### src/rtl/sample_gather4_if.sv
// Handshake bundle for sample_gather4: serial sample input plus the
// four-lane group output with its valid/ready pair.
interface sample_gather4_if #(
  parameter int DATA_W = 16
);
  logic [DATA_W-1:0] s_data;
  logic              s_valid;
  logic              s_ready;
  logic [DATA_W-1:0] in1;
  logic [DATA_W-1:0] in2;
  logic [DATA_W-1:0] in3;
  logic [DATA_W-1:0] in4;
  logic              m_valid;
  logic              m_ready;

  modport slave (
    input  s_data, s_valid, m_ready,
    output s_ready, in1, in2, in3, in4, m_valid
  );

  modport master (
    output s_data, s_valid, m_ready,
    input  s_ready, in1, in2, in3, in4, m_valid
  );
endinterface

### src/rtl/sample_gather4.sv
// Packs four consecutive stream samples into parallel lanes in1..in4 and
// holds the group with m_valid until the consumer takes it.
//
//   state | meaning
//   FILL  | collecting samples into lane[idx], s_ready=1
//   FULL  | complete group presented, s_ready follows m_ready
module sample_gather4 #(
  parameter int DATA_W = 16,
  parameter int CNT_W  = 8
) (
  input  logic             clk,
  input  logic             rst_n,
  input  logic             clr,
  sample_gather4_if.slave  bus,
  output logic [CNT_W-1:0] grp_cnt
);

  typedef enum logic {FILL, FULL} state_t;

  state_t            state_q, state_d;
  logic [1:0]        idx_q, idx_d;
  logic [DATA_W-1:0] lane_q [4];
  logic [DATA_W-1:0] lane_d [4];
  logic [CNT_W-1:0]  cnt_q, cnt_d;
  logic              s_acc, m_acc;

  assign bus.m_valid = (state_q == FULL);
  assign bus.s_ready = (state_q == FILL) || bus.m_ready;
  assign bus.in1     = lane_q[0];
  assign bus.in2     = lane_q[1];
  assign bus.in3     = lane_q[2];
  assign bus.in4     = lane_q[3];
  assign grp_cnt     = cnt_q;

  assign s_acc = bus.s_valid && bus.s_ready;
  assign m_acc = bus.m_valid && bus.m_ready;

  always_ff @(posedge clk or negedge rst_n) begin
    if (!rst_n) begin
      state_q <= FILL;
      idx_q   <= 2'd0;
      cnt_q   <= '0;
      for (int i = 0; i < 4; i++) lane_q[i] <= '0;
    end else begin
      state_q <= state_d;
      idx_q   <= idx_d;
      cnt_q   <= cnt_d;
      for (int i = 0; i < 4; i++) lane_q[i] <= lane_d[i];
    end
  end

  always_comb begin
    state_d = state_q;
    idx_d   = idx_q;
    cnt_d   = cnt_q;
    for (int i = 0; i < 4; i++) lane_d[i] = lane_q[i];

    unique case (state_q)
      FILL: begin
        // clr beats a same-cycle sample: the partial group restarts empty
        if (clr) begin
          idx_d = 2'd0;
        end else if (s_acc) begin
          lane_d[idx_q] = bus.s_data;
          idx_d         = idx_q + 2'd1;
          if (idx_q == 2'd3) state_d = FULL;
        end
      end
      FULL: begin
        // clr is ignored here so a complete group is never thrown away
        if (m_acc) begin
          cnt_d   = cnt_q + CNT_W'(1);
          state_d = FILL;
          idx_d   = 2'd0;
          if (s_acc) begin
            lane_d[0] = bus.s_data;
            idx_d     = 2'd1;
          end
        end
      end
      default: state_d = FILL;
    endcase
  end

endmodule

### src/flat_wrapper.sv
// flat-port wrapper written by rule: the top's interface ports become plain ports
module sample_gather4_flat 
#(
  parameter int DATA_W = 16,
  parameter int CNT_W  = 8
)
  (clk, rst_n, clr, grp_cnt, bus_s_data, bus_s_valid, bus_m_ready, bus_s_ready, bus_in1, bus_in2, bus_in3, bus_in4, bus_m_valid);
  sample_gather4_if #(.DATA_W(DATA_W)) bus_i ();
  input  logic clk;
  input  logic rst_n;
  input  logic clr;
  output logic [CNT_W-1:0] grp_cnt;
  input wire logic [$bits(bus_i.s_data)-1:0] bus_s_data;
  input wire logic [$bits(bus_i.s_valid)-1:0] bus_s_valid;
  input wire logic [$bits(bus_i.m_ready)-1:0] bus_m_ready;
  output wire logic [$bits(bus_i.s_ready)-1:0] bus_s_ready;
  output wire logic [$bits(bus_i.in1)-1:0] bus_in1;
  output wire logic [$bits(bus_i.in2)-1:0] bus_in2;
  output wire logic [$bits(bus_i.in3)-1:0] bus_in3;
  output wire logic [$bits(bus_i.in4)-1:0] bus_in4;
  output wire logic [$bits(bus_i.m_valid)-1:0] bus_m_valid;
  assign bus_i.s_data = bus_s_data;
  assign bus_i.s_valid = bus_s_valid;
  assign bus_i.m_ready = bus_m_ready;
  assign bus_s_ready = bus_i.s_ready;
  assign bus_in1 = bus_i.in1;
  assign bus_in2 = bus_i.in2;
  assign bus_in3 = bus_i.in3;
  assign bus_in4 = bus_i.in4;
  assign bus_m_valid = bus_i.m_valid;
  sample_gather4 #(.DATA_W(DATA_W), .CNT_W(CNT_W)) u_core (.clk(clk), .rst_n(rst_n), .clr(clr), .bus(bus_i), .grp_cnt(grp_cnt));
endmodule
### config.mk
export PLATFORM = sky130hd
export DESIGN_NAME = sample_gather4_flat
export DESIGN_NICKNAME = d
export VERILOG_FILES = /design/src/rtl/sample_gather4_if.sv /design/src/rtl/sample_gather4.sv /design/src/flat_wrapper.sv
export SDC_FILE = /design/constraint.sdc
export NUM_CORES = 1
export LEC_CHECK = 0
export ABC_AREA = 1
export ABC_CLOCK_PERIOD_IN_PS = 2300
export CAP_MARGIN = 20
export CORE_AREA = 5 5 107 69
export DETAILED_ROUTE_END_ITERATION = 8
export DIE_AREA = 0 0 112 74
export PLACE_DENSITY_LB_ADDON = 0.08
export SYNTH_ARGS = -nofsm -noshare
export SYNTH_HDL_FRONTEND = slang
export SYNTH_SLANG_ARGS = --single-unit
### constraint.sdc
create_clock -name clk -period 2.3 [get_ports clk]
set_input_delay 0.345 -clock clk [delete_from_list [all_inputs] [get_ports clk]]
set_output_delay 0.345 -clock clk [all_outputs]
set_load 0.02 [all_outputs]
run_1/clock_map.png
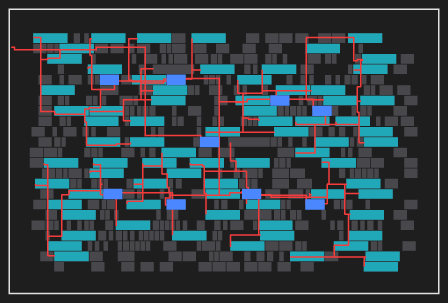
legend:
  cells driving clock nets:
    color: blue
    count: 9
  flip-flops:
    color: cyan
    count: 75
  clock wires:
    color: red
    length: 878 µm
routed clock nets: 10

run_1/drive_strength.png
Scale bar: 20 µm.
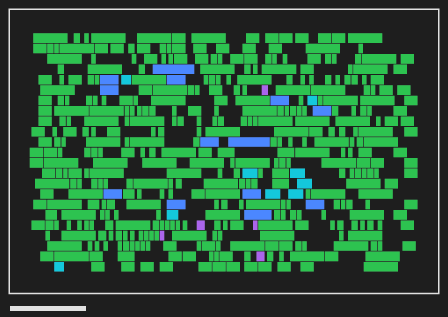
legend:
  drive 2:
    color: purple
    cells: 5
  drive 1 or less:
    color: green
    cells: 390
  drive 6 and up:
    color: blue
    cells: 13
  drive 3 to 4:
    color: cyan
    cells: 9

==> results.cfg, run 1 <==
; implementation run metrics
[global_routing]
grtUsageMet1_pct = 26.2
grt_antenna_before_repair = 0
globalRouteMet3Util_pct = 7.15
first_global_vias = 2401
grt_max_degree = 49
global_route_overflow = 0
grtUsageMet2_pct = 28.2
grt_util_all_layers_pct = 18.7
grt_pass1_wl_mm = 12.1
highest_utilization_routing_layer_at_the_global_route_stage = met2

[final_timing]
max_slew.worst_pin.slew_ps = 601
finalHoldWorstSlack_ps = -0.679
hold_viol = 1
setup_viol = 0
finalCriticalPeriod_ps = 1910
totalNegativeSetupSlack_ps = 0
period_used_pct = 82.9
worst_slew_margin_rel_pct = 59.9
fmax_mhz = 525
fin_skew_ps = 8.42
final-max-slew-violation-count = 0
grt_setup_unrepaired = false

[floorplan]
initial_utilization_pct = 47.7
chipWidth_um = 112
die_area_um2 = 8290
coreArea_um2 = 6360
ioPinCount = 95
floorplan.rows = 23
die_h_um = 74

[power]
netSwitchingFraction_pct = 34.8
p_sw_mw = 1.81
share_clk_of_total_power_pct = 21.3
seq_power_share_pct = 39.2
combinationalPowerShare_pct = 39.5
p_int_mw = 3.39
cellPowerDensity_nw_per_um2 = 1230
power.ir.vdd_worst_v = 0.000560
power.static_leakage_nw = 2.09

[worst_setup_path]
worst_path_most_repeated_cell = sky130_fd_sc_hd__clkdlybuf4s50_1
critical_path.startpoint = bus_m_ready
cp.buffers_inverters = 3
path_class = in2out
worst-endpoint-arrival_ps = 1560
cp_max_fo = 2
start_kind = input pin
slowest_delay_ps = 600
crit_family = buffers and inverters
worstPathRequired_ps = 1960
crit_path_cell_trace = clkdlybuf4s50_1, nor2_1, inv_1, clkdlybuf4s50_1
reg2reg_slack_ps = 780
crit_end_element = output port
cp_slowest_cell = sky130_fd_sc_hd__clkdlybuf4s50_1
reg2reg_from = u_core.bus.m_valid

[routing]
vias = 2415
detail_route.vias_per_cell = 4.79
post_drt_wl_per_cell_um = 14.4
drt-total-wl_mm = 7.24
count_of_tritonroute_iterations_in_the_first_routing_pass = 4
drt_iter0_drc = 123
drcViolationCount = 0
antenna_left = 0

[yosys]
syn_nets = 343
yosys_warnings = 0
yosys.stat.chipArea_um2 = 3040
syn_inst = 317
synth_area_um2 = 3040
synth_flop_count = 75
synth_stat.cells = 317
avgSynthCellArea_um2 = 9.58
top_area_share_pct = 61.8
postSynthSeqShare_pct = 61.8
yosys-top-cells-area = sky130_fd_sc_hd__dfrtp_1 (62%), sky130_fd_sc_hd__nand2_1 (13%), sky130_fd_sc_hd__o21ai_0 (7.7%)
post_synth_num_cell_types = 20
synth_top_cell_by_area = sky130_fd_sc_hd__dfrtp_1

[job]
cap_violations = 0
total_number_of_warnings_across_the_stage_logs = 29

[clock_network]
htreeDepth = 3
clkSinkCount = 75
cts_root_buf = sky130_fd_sc_hd__clkbuf_8
cts_made_buffers = 9
insertion_delay_ps = 340
tritoncts_clock_tree = yes
max_clock_buf_depth = 2
cts_hold_buf = 0
cts_resized = 0
worst_setup_hold_path_clk_slew_ps = 70
post_cts.repair.setup_buffers = 0

[placement]
placedInstanceArea_um2 = 4020
gp_congestion = 0.796
port_buffers = 94
hpwlAfterDp_mm = 5.16

[finish]
area_growth_syn_to_layout_pct = 39.6
fillerInstances = 531
diodes = 0
drive_gt1_share_pct = 6.47
layout.nets = 438
design_area_um2 = 4240

[outcome]
run_status = finished with violations
violated_checks = negative hold slack

[hold_path]
worstHoldPathType = in2async
run_1/wire_density.png
The die is cut into 22 by 15 equal tiles; dark blue is low, red is high, scaled to the fullest tile. Values are wire area over tile area, all layers added.
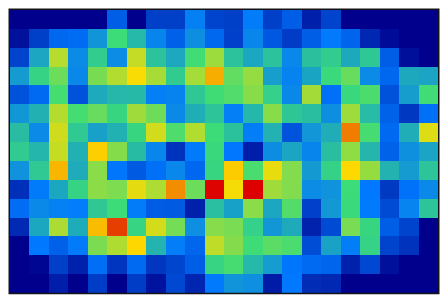
tiles over half the peak: 24%
mean over tiles: 0.14
nearly empty tiles: 9.1%

## run 1: sequential cells by signal (all words and copies together) (netlist names)
name,count
u_core.bus.m_valid,1
u_core.bus.in2,16
u_core.idx_q,2
u_core.bus.in1,16
u_core.grp_cnt,8
u_core.bus.in3,16
u_core.bus.in4,16
## run 1: synthesized netlist by cell type
cell and number:
sky130_fd_sc_hd__nand4_1 4, sky130_fd_sc_hd__ha_1 5, sky130_fd_sc_hd__nand2_4 5, sky130_fd_sc_hd__a21oi_1 1
sky130_fd_sc_hd__o21ai_1 4, sky130_fd_sc_hd__clkbuf_2 2, sky130_fd_sc_hd__nor3_1 2, sky130_fd_sc_hd__inv_2 2
sky130_fd_sc_hd__nor2_8 1, sky130_fd_sc_hd__inv_1 28, sky130_fd_sc_hd__o21ai_0 47, sky130_fd_sc_hd__nand3_1 17
sky130_fd_sc_hd__xor2_1 3, sky130_fd_sc_hd__buf_6 3, sky130_fd_sc_hd__nor2_2 1, sky130_fd_sc_hd__nor2_1 7
sky130_fd_sc_hd__nand2_1 102, sky130_fd_sc_hd__buf_2 7, sky130_fd_sc_hd__dfrtp_1 75, sky130_fd_sc_hd__nand2_2 1
## run 1: power groups by stage
stage                     sequential [mW]  clock, mW  combinational (mW)
after floorplan                      2.59          0               0.428
after global placement               2.06          0                2.05
after detailed placement             2.06          0                2.08
final                                2.04       1.11                2.06
after global routing                 2.10       1.19                2.23
after CTS                            2.04       1.13                2.09
## run 1: routing by layer
metal / part of all wire [%] / wire (µm) / vias to the layer above
li1: - / - / 1194
met1: 49 / 3520 / 1149
met2: 44 / 3160 / 66
met3: 7.0 / 509 / 6
met4: 0.73 / 53 / 0
met5: 0 / 0 / -
## run 1: through the flow
step | setup WS (ps) | power, mW | std cells | util [%]
2_1_floorplan | 953 | 3.01 | 317 | -
3_3_place_gp | 410 | 4.11 | 488 | 63.2
3_5_place_dp | 402 | 4.14 | 488 | 63.2
4_1_cts | 394 | 5.26 | 504 | 66.6
5_1_grt | 333 | 5.51 | 504 | 66.6
6_report | 394 | 5.20 | 504 | 66.6
## run 1: worst paths after layout
path / to / cells past startpoint
max reg2reg: u_core.bus.in1[9] / 6
min reg2reg: u_core.bus.in4[3] / 2
max in group asynchronous: u_core.bus.in1[8] / 2
min in group clk: u_core.bus.in4[3] / 2
max: bus_s_ready / 4
min: u_core.grp_cnt[2] / 1
## run 1: cell usage in the layout (no fill, tap or decap), drive strengths merged
cell and instances:
clkinv 2, buf 3, bufinv 2, clkbuf 12
nor2 9, inv 30, xor2 3, nor3 2
nand2 108, dfrtp 75, clkdlybuf4s50 93, nand4 4
o21ai 51, nand3 17, a21oi 1, ha 5
## run 1: cell type report
cell class	instances	area [µm²]	area share (%)
inverters	30	113	2.66
flip-flops and latches	75	1880	44.3
clock inverters	4	73.8	1.74
well taps	87	109	2.57
multi-input cells	200	967	22.8
repair buffers	96	953	22.5
clock buffers	12	145	3.42
## run 1: kinds of logic after synthesis
group                      Yosys count  synth area share [%]
AOI/OAI and AO/OA                   52                  8.57
xor gates and xnor gates             3                 0.866
adders and majority gates            5                  2.06
buffers and inverters               42                  6.31
DFF                                 75                  61.8
and+or+nand+nor                    140                  20.4
--- run 2 (diff from run 1) ---
Settings changed: ABC_CLOCK_PERIOD_IN_PS 2300 to 1600, CORE_AREA 5 5 107 69 to 5 5 116 74, DIE_AREA 0 0 112 74 to 0 0 121 79.
Clock period 2.3 ns to 1.6 ns, I/O delays scaled along.
run_2/drive_strength.png
Scale bar: 20 µm.
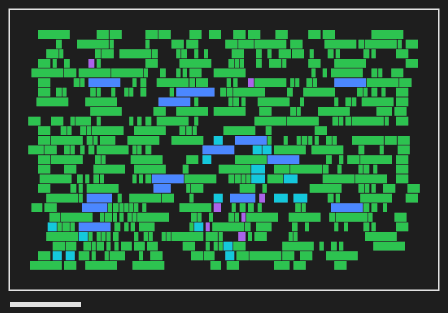
legend:
  drive 2:
    color: purple
    cells: 7
  drive 3 to 4:
    color: cyan
    cells: 17
  drive 6 and up:
    color: blue
    cells: 14
  drive 1 or less:
    color: green
    cells: 390

==> run 2 against run 1 <==
The run now ends clean. Final area increased by 5.3%. Critical path depth decreased by 3. Cell count increased by 6.3%. Combinational power increased by 44%. Clock skew decreased by 2.6 ps. Highest routed layer unchanged.
==> results.cfg, run 2 <==
; implementation run metrics
[global_routing]
grt_max_degree = 45
grt_pass1_wl_mm = 12.7
grt_util_all_layers_pct = 17.2
grt_antenna_before_repair = 0
first_global_vias = 2479
global_route_overflow = 0

[power]
netSwitchingFraction_pct = 34.1
fin_total_pwr_mw = 7.88
cellPowerDensity_nw_per_um2 = 1770
power.ir.vdd_worst_v = 0.000751
seq_power_share_pct = 37.2
power.static_leakage_nw = 2.30
p_int_mw = 5.19
combinationalPowerShare_pct = 37.6
share_clk_of_total_power_pct = 25.2
p_sw_mw = 2.69

[finish]
diodes = 0
drive_gt1_share_pct = 8.88
fillerInstances = 712
final_layout_top_logic_cells = sky130_fd_sc_hd__nand2_1 (102), sky130_fd_sc_hd__clkdlybuf4s50_1 (80), sky130_fd_sc_hd__dfrtp_1 (75), sky130_fd_sc_hd__o21ai_0 (47), sky130_fd_sc_hd__inv_1 (28)
layout.area.comb_um2 = 967
layout.cells.non_filler = 536
area_growth_syn_to_layout_pct = 46.9
layout.area.seq_um2 = 1880
layout.nets = 449
layout_top_cell_excl_fill_tap = sky130_fd_sc_hd__nand2_1
post-route-util_pct = 59.2

[floorplan]
floorplan.rows = 25
die_area_um2 = 9560
ioPinCount = 95
die_h_um = 79
chipWidth_um = 121
coreArea_um2 = 7540
initial_utilization_pct = 40.3

[worst_setup_path]
cp.buffers_inverters = 1
cp_max_fo = 2
worst-path-stages = 1
critical_path.startpoint = u_core.bus.in3[10]
reg2reg_from = u_core.bus.m_valid
crit_family = buffers and inverters
cp_slowest_cell = sky130_fd_sc_hd__clkdlybuf4s50_1
slowest_delay_ps = 630
start_kind = flip-flop
crit_path_cell_trace = clkdlybuf4s50_1
reg2regPathDepth = 6
path_class = reg2out
worst-endpoint-arrival_ps = 1320
crit_end_element = output port
worstPathRequired_ps = 1360

[yosys]
synth_top_cell_by_count = sky130_fd_sc_hd__nand2_1
synth_flop_count = 75
syn_nets = 343
yosys_warnings = 0
synth_top_cell_by_area = sky130_fd_sc_hd__dfrtp_1
yosys-top-cells-area = sky130_fd_sc_hd__dfrtp_1 (62%), sky130_fd_sc_hd__nand2_1 (13%), sky130_fd_sc_hd__o21ai_0 (7.7%)
synth_stat.cells = 317
avgSynthCellArea_um2 = 9.58
yosys.stat.chipArea_um2 = 3040
postSynthSeqShare_pct = 61.8
top_area_share_pct = 61.8
synth-main-ff-cell = sky130_fd_sc_hd__dfrtp_1
syn_inst = 317
enable_flop_cells = 0
post_synth_num_cell_types = 20
synth.cells.most_frequent = sky130_fd_sc_hd__nand2_1 (102), sky130_fd_sc_hd__dfrtp_1 (75), sky130_fd_sc_hd__o21ai_0 (47), sky130_fd_sc_hd__inv_1 (28), sky130_fd_sc_hd__nand3_1 (17)

[final_timing]
period_used_pct = 97.5
grt_setup_unrepaired = false
final-max-slew-violation-count = 0
finalCriticalPeriod_ps = 1560
fin_skew_ps = 5.85
setup_viol = 0
hold_viol = 0
fmax_mhz = 641
worst_slew_margin_rel_pct = 76.4
max_slew.worst_pin.slew_ps = 353
worst_slack_ps = 39.7

[clock_network]
insertion_delay_ps = 330
htreeDepth = 3
cts_root_buf = sky130_fd_sc_hd__clkbuf_16
max_clock_buf_depth = 2
tritoncts_clock_tree = yes
cts_made_buffers = 9
clkSinkCount = 75
worst_setup_hold_path_clk_slew_ps = 50

[hold_path]
worstHoldPathType = in2async

[routing]
antenna_left = 0
drt-total-wl_mm = 7.75
post_drt_wl_per_cell_um = 14.5
detail_route.vias_per_cell = 4.52
drcViolationCount = 0
count_of_tritonroute_iterations_in_the_first_routing_pass = 4
vias = 2425
drt_iter0_drc = 136

[job]
total_number_of_warnings_across_the_stage_logs = 29
cap_violations = 0

[placement]
number_of_placed_instances_with_taps_included = 519
gp_congestion = 0.786
place_worst_setup_slack_ps = -89.0
hpwlAfterDp_mm = 5.33
port_buffers = 94

[outcome]
run_status = finished clean
==> run 2: cell counts after synthesis <==
Identical to the previous run, type by type.
==> run 2: final timing paths <==
path	end	slack, ps
min in group clk	u_core.bus.in1[3]	480
hold / removal	u_core.grp_cnt[4]	260
max in group asynchronous	u_core.bus.in1[6]	900
hold reg to reg	u_core.bus.in4[0]	480
setup / recovery	bus_in3[10]	40
setup reg to reg	u_core.bus.in2[11]	180
==> run 2: per-stage QoR <==
stage          hold slack [ps]  instance area (µm²)  TNS, ps
3_5_place_dp              53.0                 4150    -2260
3_3_place_gp              51.3                 4150     -586
6_report                   260                 4460        0
4_1_cts                    251                 4440        0
5_1_grt                    260                 4460        0
2_1_floorplan            -55.6                 3040        0
==> run 2: kinds of logic (layout without fill, tap and decap cells) <==
| group | Yosys count | in the layout | synth area share, % |
|---|---|---|---|
| buf+inv | 42 | 153 | 6.31 |
| simple gates | 140 | 140 | 20.4 |
| fa+ha+maj | 5 | 5 | 2.06 |
| flops | 75 | 75 | 61.8 |
| xor+xnor | 3 | 3 | 0.866 |
| compound gates | 52 | 52 | 8.57 |
==> run 2: power groups by stage <==
stage | registers [mW] | clock network [mW] | logic, mW
after floorplan | 3.72 | 0 | 0.616
after global placement | 2.95 | 0 | 2.98
after detailed placement | 2.95 | 0 | 3.03
after CTS | 2.94 | 2.04 | 3.03
after global routing | 3.02 | 2.14 | 3.20
final | 2.94 | 1.98 | 2.96
==> run 2: timing repair <==
item,4_1_cts,5_1_grt
setup endpoints to repair,6,7
gates cloned,0,0
gates resized,6,7
endpoints found under the hold margin,75,0
setup buffers,0,0
pin swaps,0,0
hold buffers,1,0
==> run 2: area by class of cell <==
cell class	count	share of cell area, %
sequential	75	42.1
inverter	30	2.52
timing repair buffer	107	24.1
multi-input combinational	200	21.7
tap	108	3.03
clock buffer	11	5.44
clock inverter	5	1.18
==> run 2: routing by layer <==
| layer | routed length [µm] | vias to the layer above | share of wire [%] | global-route usage [%] |
|---|---|---|---|---|
| met4 | 98 | 0 | 1.3 | 5.77 |
| met5 | 0 | - | 0 | 0 |
| met2 | 3440 | 56 | 44 | 26.1 |
| met1 | 3810 | 1145 | 49 | 23.3 |
| li1 | - | 1215 | - | - |
| met3 | 393 | 9 | 5.1 | 5.77 |
Power figures rest on the tool's default switching activity, not on a simulated workload.
